[src/rtl/fifo_pkg.sv]
// rtl/fifo_pkg.sv - shared constants, clog2 and parameter legality check for the sync FIFO
package fifo_pkg;

    localparam int DEF_DATA_W = 8;
    localparam int DEF_DEPTH  = 8;

    function automatic int clog2(input int value);
        int res;
        int rem;
        res = 0;
        rem = value - 1;
        while (rem > 0) begin
            res = res + 1;
            rem = rem >> 1;
        end
        return res;
    endfunction

    function automatic bit params_ok(input int data_w, input int depth,
                                     input int af_level, input int ae_level);
        return (data_w >= 1) && (depth >= 2) && ((depth & (depth - 1)) == 0) &&
               (af_level >= 1) && (af_level <= depth) &&
               (ae_level >= 0) && (ae_level <= depth - 1);
    endfunction

endpackage

[src/rtl/sync_fifo_ram.sv]
// rtl/sync_fifo_ram.sv - simple dual-port storage with one write port and a registered read port
module sync_fifo_ram
    import fifo_pkg::*;
#(
    parameter int DATA_W = DEF_DATA_W,
    parameter int DEPTH  = DEF_DEPTH
) (
    input  logic                      clk,
    input  logic                      rst,
    input  logic                      we,
    input  logic [clog2(DEPTH)-1:0]   waddr,
    input  logic [DATA_W-1:0]         wdata,
    input  logic                      re,
    input  logic [clog2(DEPTH)-1:0]   raddr,
    output logic [DATA_W-1:0]         rdata
);

    logic [DATA_W-1:0] mem_q [DEPTH];
    logic [DATA_W-1:0] rdata_q;

    // Storage is deliberately not reset; only the output register is.
    always_ff @(posedge clk) begin
        if (we) begin
            mem_q[waddr] <= wdata;
        end
    end

    always_ff @(posedge clk) begin
        if (rst) begin
            rdata_q <= '0;
        end else if (re) begin
            rdata_q <= mem_q[raddr];
        end
    end

    assign rdata = rdata_q;

endmodule

[src/rtl/sync_fifo_param.sv]
// rtl/sync_fifo_param.sv - parametrised single-clock FIFO with thresholds, read strobe and sticky errors
module sync_fifo_param
    import fifo_pkg::*;
#(
    parameter int DATA_W   = DEF_DATA_W,
    parameter int DEPTH    = DEF_DEPTH,
    parameter int AF_LEVEL = 6,
    parameter int AE_LEVEL = 2
) (
    input  logic                    clk,
    input  logic                    rst,
    input  logic                    wr_en,
    input  logic [DATA_W-1:0]       wr_data,
    input  logic                    rd_en,
    output logic [DATA_W-1:0]       rd_data,
    output logic                    rd_valid,
    output logic                    full,
    output logic                    empty,
    output logic                    almost_full,
    output logic                    almost_empty,
    output logic [clog2(DEPTH):0]   count,
    output logic                    overflow,
    output logic                    underflow,
    input  logic                    clr_err
);

    localparam int AW = clog2(DEPTH);
    localparam logic [AW:0] DEPTH_C = (AW+1)'(DEPTH);
    localparam logic [AW:0] AF_C    = (AW+1)'(AF_LEVEL);
    localparam logic [AW:0] AE_C    = (AW+1)'(AE_LEVEL);

    if (!params_ok(DATA_W, DEPTH, AF_LEVEL, AE_LEVEL)) begin : g_bad_params
        $error("sync_fifo_param: illegal DATA_W/DEPTH/AF_LEVEL/AE_LEVEL");
    end

    logic [AW-1:0] wr_ptr_q, wr_ptr_d;
    logic [AW-1:0] rd_ptr_q, rd_ptr_d;
    logic [AW:0]   count_q, count_d;
    logic          rd_valid_q;
    logic          overflow_q, overflow_d;
    logic          underflow_q, underflow_d;
    logic          rd_acc, wr_acc;

    assign full         = (count_q == DEPTH_C);
    assign empty        = (count_q == '0);
    assign almost_full  = (count_q >= AF_C);
    assign almost_empty = (count_q <= AE_C);

    // A full FIFO still takes a write when a read frees a slot on the same edge.
    assign rd_acc = rd_en & ~empty;
    assign wr_acc = wr_en & (~full | rd_acc);

    always_comb begin
        wr_ptr_d    = wr_ptr_q;
        rd_ptr_d    = rd_ptr_q;
        count_d     = count_q;
        if (wr_acc) begin
            wr_ptr_d = wr_ptr_q + AW'(1);
        end
        if (rd_acc) begin
            rd_ptr_d = rd_ptr_q + AW'(1);
        end
        case ({wr_acc, rd_acc})
            2'b10:   count_d = count_q + (AW+1)'(1);
            2'b01:   count_d = count_q - (AW+1)'(1);
            default: count_d = count_q;
        endcase
        overflow_d  = (overflow_q  & ~clr_err) | (wr_en & ~wr_acc);
        underflow_d = (underflow_q & ~clr_err) | (rd_en & ~rd_acc);
    end

    always_ff @(posedge clk) begin
        if (rst) begin
            wr_ptr_q    <= '0;
            rd_ptr_q    <= '0;
            count_q     <= '0;
            rd_valid_q  <= 1'b0;
            overflow_q  <= 1'b0;
            underflow_q <= 1'b0;
        end else begin
            wr_ptr_q    <= wr_ptr_d;
            rd_ptr_q    <= rd_ptr_d;
            count_q     <= count_d;
            rd_valid_q  <= rd_acc;
            overflow_q  <= overflow_d;
            underflow_q <= underflow_d;
        end
    end

    sync_fifo_ram #(
        .DATA_W (DATA_W),
        .DEPTH  (DEPTH)
    ) u_ram (
        .clk   (clk),
        .rst   (rst),
        .we    (wr_acc & ~rst),
        .waddr (wr_ptr_q),
        .wdata (wr_data),
        .re    (rd_acc & ~rst),
        .raddr (rd_ptr_q),
        .rdata (rd_data)
    );

    assign count     = count_q;
    assign rd_valid  = rd_valid_q;
    assign overflow  = overflow_q;
    assign underflow = underflow_q;

endmodule

[config.mk]
export PLATFORM = sky130hd
export DESIGN_NAME = sync_fifo_param
export DESIGN_NICKNAME = d
export VERILOG_FILES = /design/src/rtl/fifo_pkg.sv /design/src/rtl/sync_fifo_ram.sv /design/src/rtl/sync_fifo_param.sv
export SDC_FILE = /design/constraint.sdc
export NUM_CORES = 1
export LEC_CHECK = 0
export CORE_AREA = 2 2 82 84
export DETAILED_ROUTE_END_ITERATION = 8
export DIE_AREA = 0 0 84 86
export PLACE_DENSITY_LB_ADDON = 0.05
export SLEW_MARGIN = 20
export SYNTH_ARGS = -nofsm -noshare
export SYNTH_HDL_FRONTEND = slang
export SYNTH_SLANG_ARGS = --single-unit
[constraint.sdc]
create_clock -name clk -period 2.8 [get_ports clk]
set_clock_uncertainty 0.1 [all_clocks]
set_input_delay 0.28 -clock clk [delete_from_list [all_inputs] [get_ports clk]]
set_output_delay 0.28 -clock clk [all_outputs]
set_load 0.02 [all_outputs]
**Run 1: selected gate families**

The bar under the picture is 20 um long.
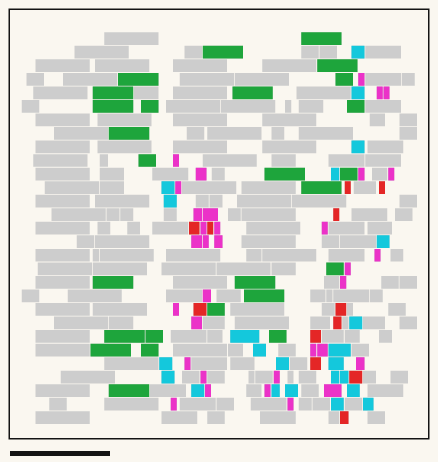
NOR gates -> magenta  # cells 33, most used nor2_1
multiplexers -> green  # cells 26, most used mux4_2
NAND gates -> red  # cells 12
inverting AOI/OAI gates -> cyan  # cells 23, most used a211oi_1

**Run 1: placed standard cells**

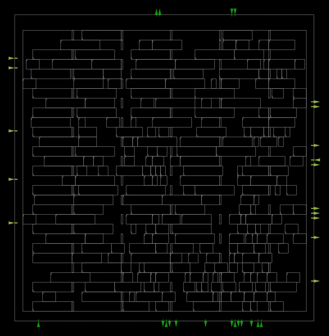
fraction of area in registers: 57.07%
row cnt: 29
final core occ: 65.38%
core area: 6277 um^2

**Run 1: wiring heat map**

The die is cut into 17 by 17 equal tiles; black is low, pale yellow is high, scaled to the fullest tile. Values are wire area over tile area, all layers added.
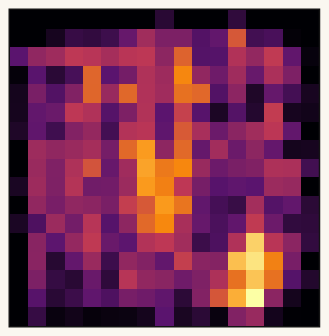
mean over tiles = 0.15
densest ninth of the die = center
tiles over half the peak = 15%
nearly empty tiles = 13%

**Run 1: routed clock nets over the placement**

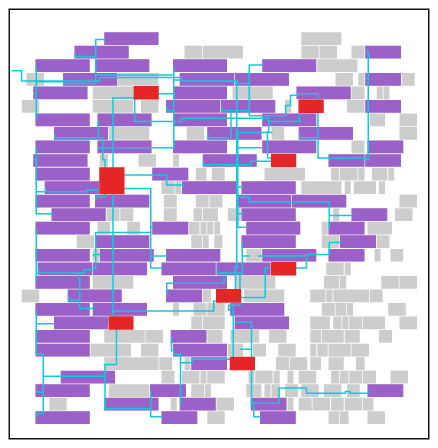
cells driving clock nets -> red  # count 9
flip-flops -> purple  # count 85
clock wires -> cyan  # length 934 um
routed clock nets = 10
flops lie = all over the die

## run 1: worst min path at each step
stage | endpoint | startpoint | slack, ns
global placement | overflow | overflow | 0.37
detailed placement | overflow | overflow | 0.38
floorplan | u_ram.mem_q[0][0] | wr_data[0] | 0.28
finish | u_ram.rdata[4] | u_ram.rdata[4] | 0.40
CTS | u_ram.rdata[4] | u_ram.rdata[4] | 0.40
global route | u_ram.rdata[4] | u_ram.rdata[4] | 0.44
## run 1: area by class of cell
cell class / instances / area share [%]
Multi-Input combinational cell: 111 / 25.15
Clock buffer: 10 / 3.110
Tap cell: 77 / 2.348
Inverter: 5 / 0.4573
Timing Repair Buffer: 46 / 10.30
Sequential cell: 85 / 57.07
Clock inverter: 6 / 1.555
==> flow_summary.ini, run 1 <==
; flow metrics
[run_status]
status = finished clean

[place]
place_congestion = 0.7728

[yosys]
logic_family = multiplexers
ys_chip_area_um2 = 3482
synth.area.top_cells = edfxtp_1, dfxtp_1, mux4_2, mux2i_1, nor2_1
ys_sh_xor_pct = 1.761
ys_sh_simple_pct = 6.755
synth-edff-count = 64

[worst_setup_path]
path_cells = or4b_4, inv_1, clkdlybuf4s50_1
reg2reg_to = count[3]
cp_max_fo = 9
timing.rr.start = count[2]
crit_arrival_ns = 2.11

[clock_network]
cts_made_buffers = 9
h-tree-depth = 3
cts-root-buf = clkbuf_8
cts_max_path_buffers = 2

[floorplanning]
die_y_um = 86
chip_area_um2 = 7224

[finish]
fin_area_um2 = 4104

[grt]
met1_usage_pct = 24.98
antenna_found_initial = 0

[sta]
finalWorstSetupSlack_ns = 0.3131
hold_ws_ns = 0.4004

[power]
powerDensity_nw_per_um2 = 891.1
power-top-group = sequential cells
ir_worst_vdd_mv = 0.6820

[drt]
drcViolationCount = 0
met2RoutedLength_um = 3714
**Run 1: layout detail**

The bar under the picture is 10 um long. Window x 30 to 55, y 13 to 38 um. Cells in gray, sequential cells in the stronger gray; small squares are vias.
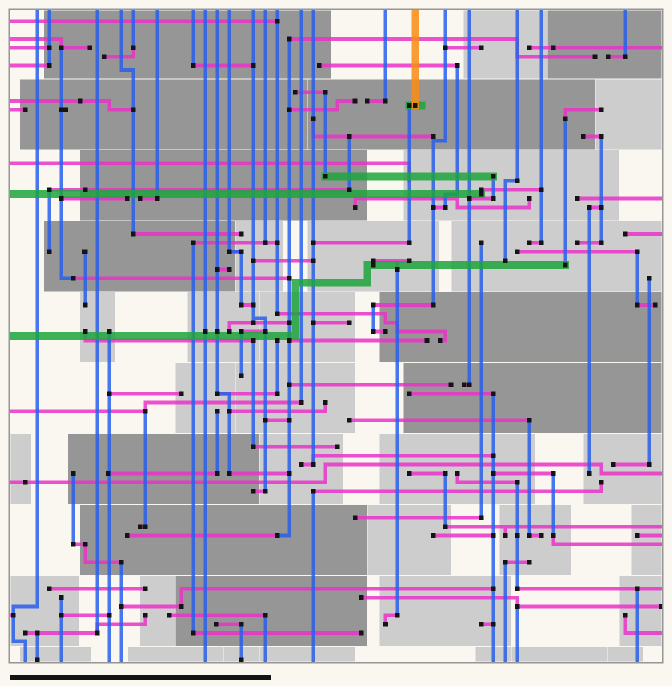

==> inputs of run 2 (changes only) <==
CORE_AREA = 3 3 83 85   (was 2 2 82 84)
DIE_AREA = 0 0 86 88   (was 0 0 84 86)
SKIP_CTS_REPAIR_TIMING = 1   (was default)
**Run 2: layout detail**

The bar under the picture is 10 um long. Window x 30 to 55, y 14 to 39 um. Cells in gray, sequential cells in the stronger gray; small squares are vias.
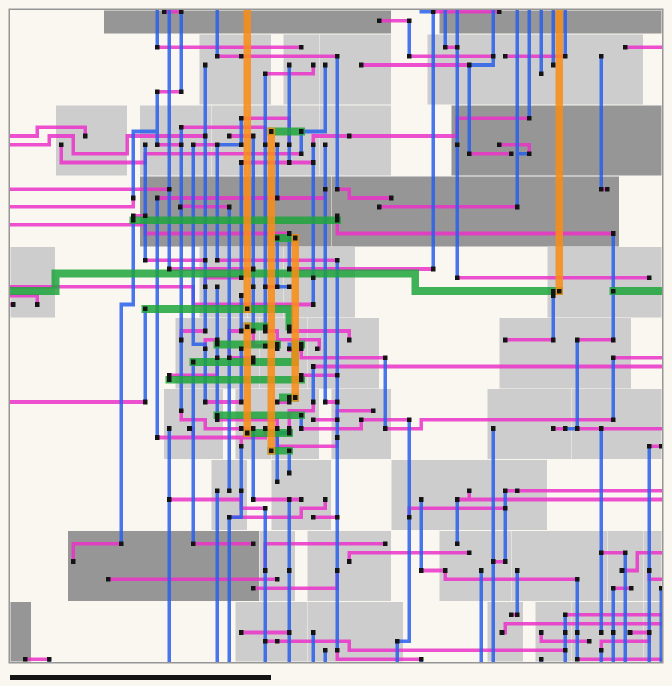
met1 -> magenta
met4 -> orange
met3 -> green
met2 -> blue
cells with their middle in the window = 41
netlist names of flops here include = `u_ram.mem_q` (2), `wr_ptr_q` (2)
most frequent = buf_4 (8), nor2_1 (7), nor3_1 (3)
sequential cells in the window = 4

==> run 2 against run 1 <==
  * Critical endpoint unchanged
  * Area after synthesis is the same
  * Critical path type unchanged
  * Non-clock buffer count shrank 2
  * Register-to-register slack gained 0.04 ns
  * Via count shrank 0.87%
  * Sequential power is essentially flat
==> flow_summary.ini, run 2 <==
; flow metrics
[yosys]
synth.area.top_cells = edfxtp_1, dfxtp_1, mux4_2, mux2i_1, nor2_1
ys_chip_area_um2 = 3482
yosys_warnings = 0
synthMuxAreaShare_pct = 13.22
logic_family = multiplexers
ys_sh_xor_pct = 1.761
ys_sh_simple_pct = 6.755

[place]
placed_area_um2 = 3897
place_congestion = 0.8247
hpwl_um = 4293
port_buffers = 31

[clock_network]
cts_made_buffers = 9
cts_max_path_buffers = 2
cts-root-buf = clkbuf_8
h-tree-depth = 3

[floorplanning]
core_area_um2 = 6277
fp-row-count = 29
die_y_um = 88
chip_area_um2 = 7568

[power]
power-top-group = sequential cells
pwr-share-seq_pct = 45.6
ir_worst_vdd_mv = 0.7180
p_clk_share_pct = 21.3
powerDensity_nw_per_um2 = 869.6

[drt]
wl_per_cell_um = 18.96
drcViolationCount = 0

[run_status]
status = finished clean

[sta]
slew_violations = 0
finalWorstSetupSlack_ns = 0.3160
hold_ws_ns = 0.3898

[worst_setup_path]
r2r_slack_ns = 0.40
reg2reg_to = count[3]
critPathCaptureType = output pin
crit_arrival_ns = 2.10
timing.rr.start = count[2]
cp_max_fo = 9

[finish]
layoutNonFillerInstCount = 338
post-route-util_pct = 64.88
fin_area_um2 = 4073

[grt]
grt_pass1_vias = 1952
antenna_found_initial = 0
grt_pass1_wl_um = 10270

[min_path]
min_from = overflow
hold_end = overflow
**Run 2: wiring heat map**

The die is cut into 17 by 18 equal tiles; black is low, pale yellow is high, scaled to the fullest tile. Values are wire area over tile area, all layers added.
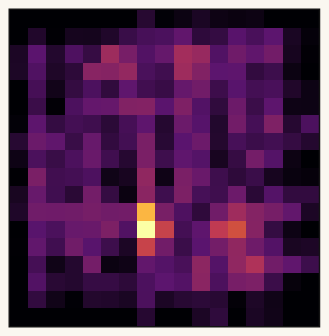
mean over tiles = 0.13
nearly empty tiles = 15%
fullest tile = 0.74
tiles over half the peak = 2.0%

run 2: worst max-delay path, stage by stage (launching register included):
cell and delay (ns):
dfxtp_1 0.52, or4b_4 0.57, inv_1 0.08, clkdlybuf4s50_1 0.60
run 2: per-layer routing:
layer	wire length, um	global-route usage (%)	vias to the layer above
li1	-	-	909
met1	2724	23.81	978
met2	3308	31.39	47
met3	268	4.986	14
met4	107	6.331	0
met5	0	0	-
run 2: final cells by class:
| class | instances | area (um^2) |
|---|---|---|
| Clock buffer | 10 | 137.6 |
| Clock inverter | 6 | 37.54 |
| Fill cell | 457 | 2205 |
| Inverter | 5 | 18.77 |
| Multi-Input combinational cell | 111 | 1032 |
| Sequential cell | 85 | 2342 |
| Tap cell | 77 | 96.34 |
| Timing Repair Buffer | 44 | 407.9 |
**Run 2: placed standard cells**

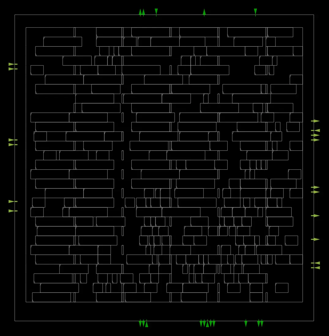

==> inputs of run 3 (changes only) <==
CORE_AREA = 3 3 80 82   (was 3 3 83 85)
DIE_AREA = 0 0 83 85   (was 0 0 86 88)
clock period = 3.1 ns   (was 2.8 ns; I/O delays follow)
**Run 3: placed standard cells**

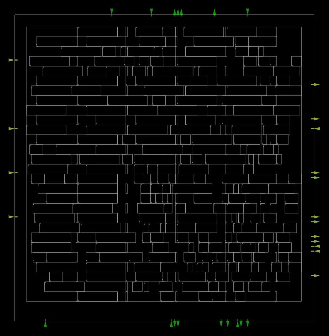
Tapcell Cnt: 75
core area: 5816 um^2
fraction of area in registers: 56.69%
row cnt: 28
Layout Cells excl Fill: 338

==> run 3 against run 2 <==
  * Clock-buffer cell count is 1 lower
  * Critical path depth is 1 lower
  * Worst setup slack better by 0.25 ns
  * Register-to-register slack better by 0.32 ns
  * Area after synthesis unchanged
  * Critical endpoint is now empty
  * Cell area is 1.4% higher
  * Global-route usage rose by 0.59 points
  * Total power is 4.7% lower
  * Critical path type unchanged
  * Combinational power shrank 9%
==> flow_summary.ini, run 3 <==
; flow metrics
[run_status]
status = finished clean

[place]
place_congestion = 0.7729
placed_area_um2 = 3910
port_buffers = 31

[clock_network]
cts-root-buf = clkbuf_8
cts_made_buffers = 9
cts_max_path_buffers = 2

[yosys]
ys_sh_xor_pct = 1.761
ys_sh_simple_pct = 6.755
synthMuxAreaShare_pct = 13.22

[worst_setup_path]
critPathMaxStageDelay_ns = 0.74
path_cells = nor4_1, clkdlybuf4s50_1
cpMaxStageDelayCell = clkdlybuf4s50_1

[finish]
fin_area_um2 = 4131
post-route-util_pct = 71.04
logic_area_um2 = 1032
regArea_um2 = 2342
n_fill_cell = 403

[grt]
antenna_found_initial = 0
grt_pass1_wl_um = 10310
grt_pass1_vias = 1984

[sta]
finalWorstSetupSlack_ns = 0.5673
hold_ws_ns = 0.3939

[power]
powerDensity_nw_per_um2 = 816.7
power-top-group = sequential cells
p_clk_share_pct = 25.2
pwr-share-seq_pct = 43.2

[drt]
drcViolationCount = 0

[floorplanning]
chip_area_um2 = 7055
die_y_um = 85
**Run 3: wiring heat map**

The die is cut into 17 by 17 equal tiles; black is low, pale yellow is high, scaled to the fullest tile. Values are wire area over tile area, all layers added.
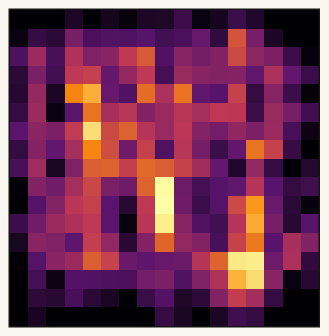
WL/cell: 18.72 um
routed vias: 1990

-- run 3: cell counts after synthesis --
No cell type changed its count.
-- run 3: final cells by class --
type	count	share of cell area [%]
Multi-Input combinational cell	111	24.98
Sequential cell	85	56.69
Timing Repair Buffer	46	10.24
Tap cell	75	2.271
Clock inverter	7	2.362
Clock buffer	9	2.998
Inverter	5	0.4543
-- run 3: layer usage --
layer	wire length (um)	up-vias	track usage, %
met5	0	-	0
met4	72	0	9.064
met3	244	8	3.689
met2	3332	56	32.51
met1	2679	998	24.45
li1	-	928	-
-- run 3: path summary, 6_finish.rpt --
path / cells past startpoint / to / slack (ns) / from
max: 2 / empty / 0.57 / count[2]
max reg2reg: 8 / count[3] / 0.72 / count[2]
min: 2 / overflow / 0.39 / overflow
min reg2reg: 2 / overflow / 0.39 / overflow
No activity file was given, so power comes from the tool's default toggle rates.
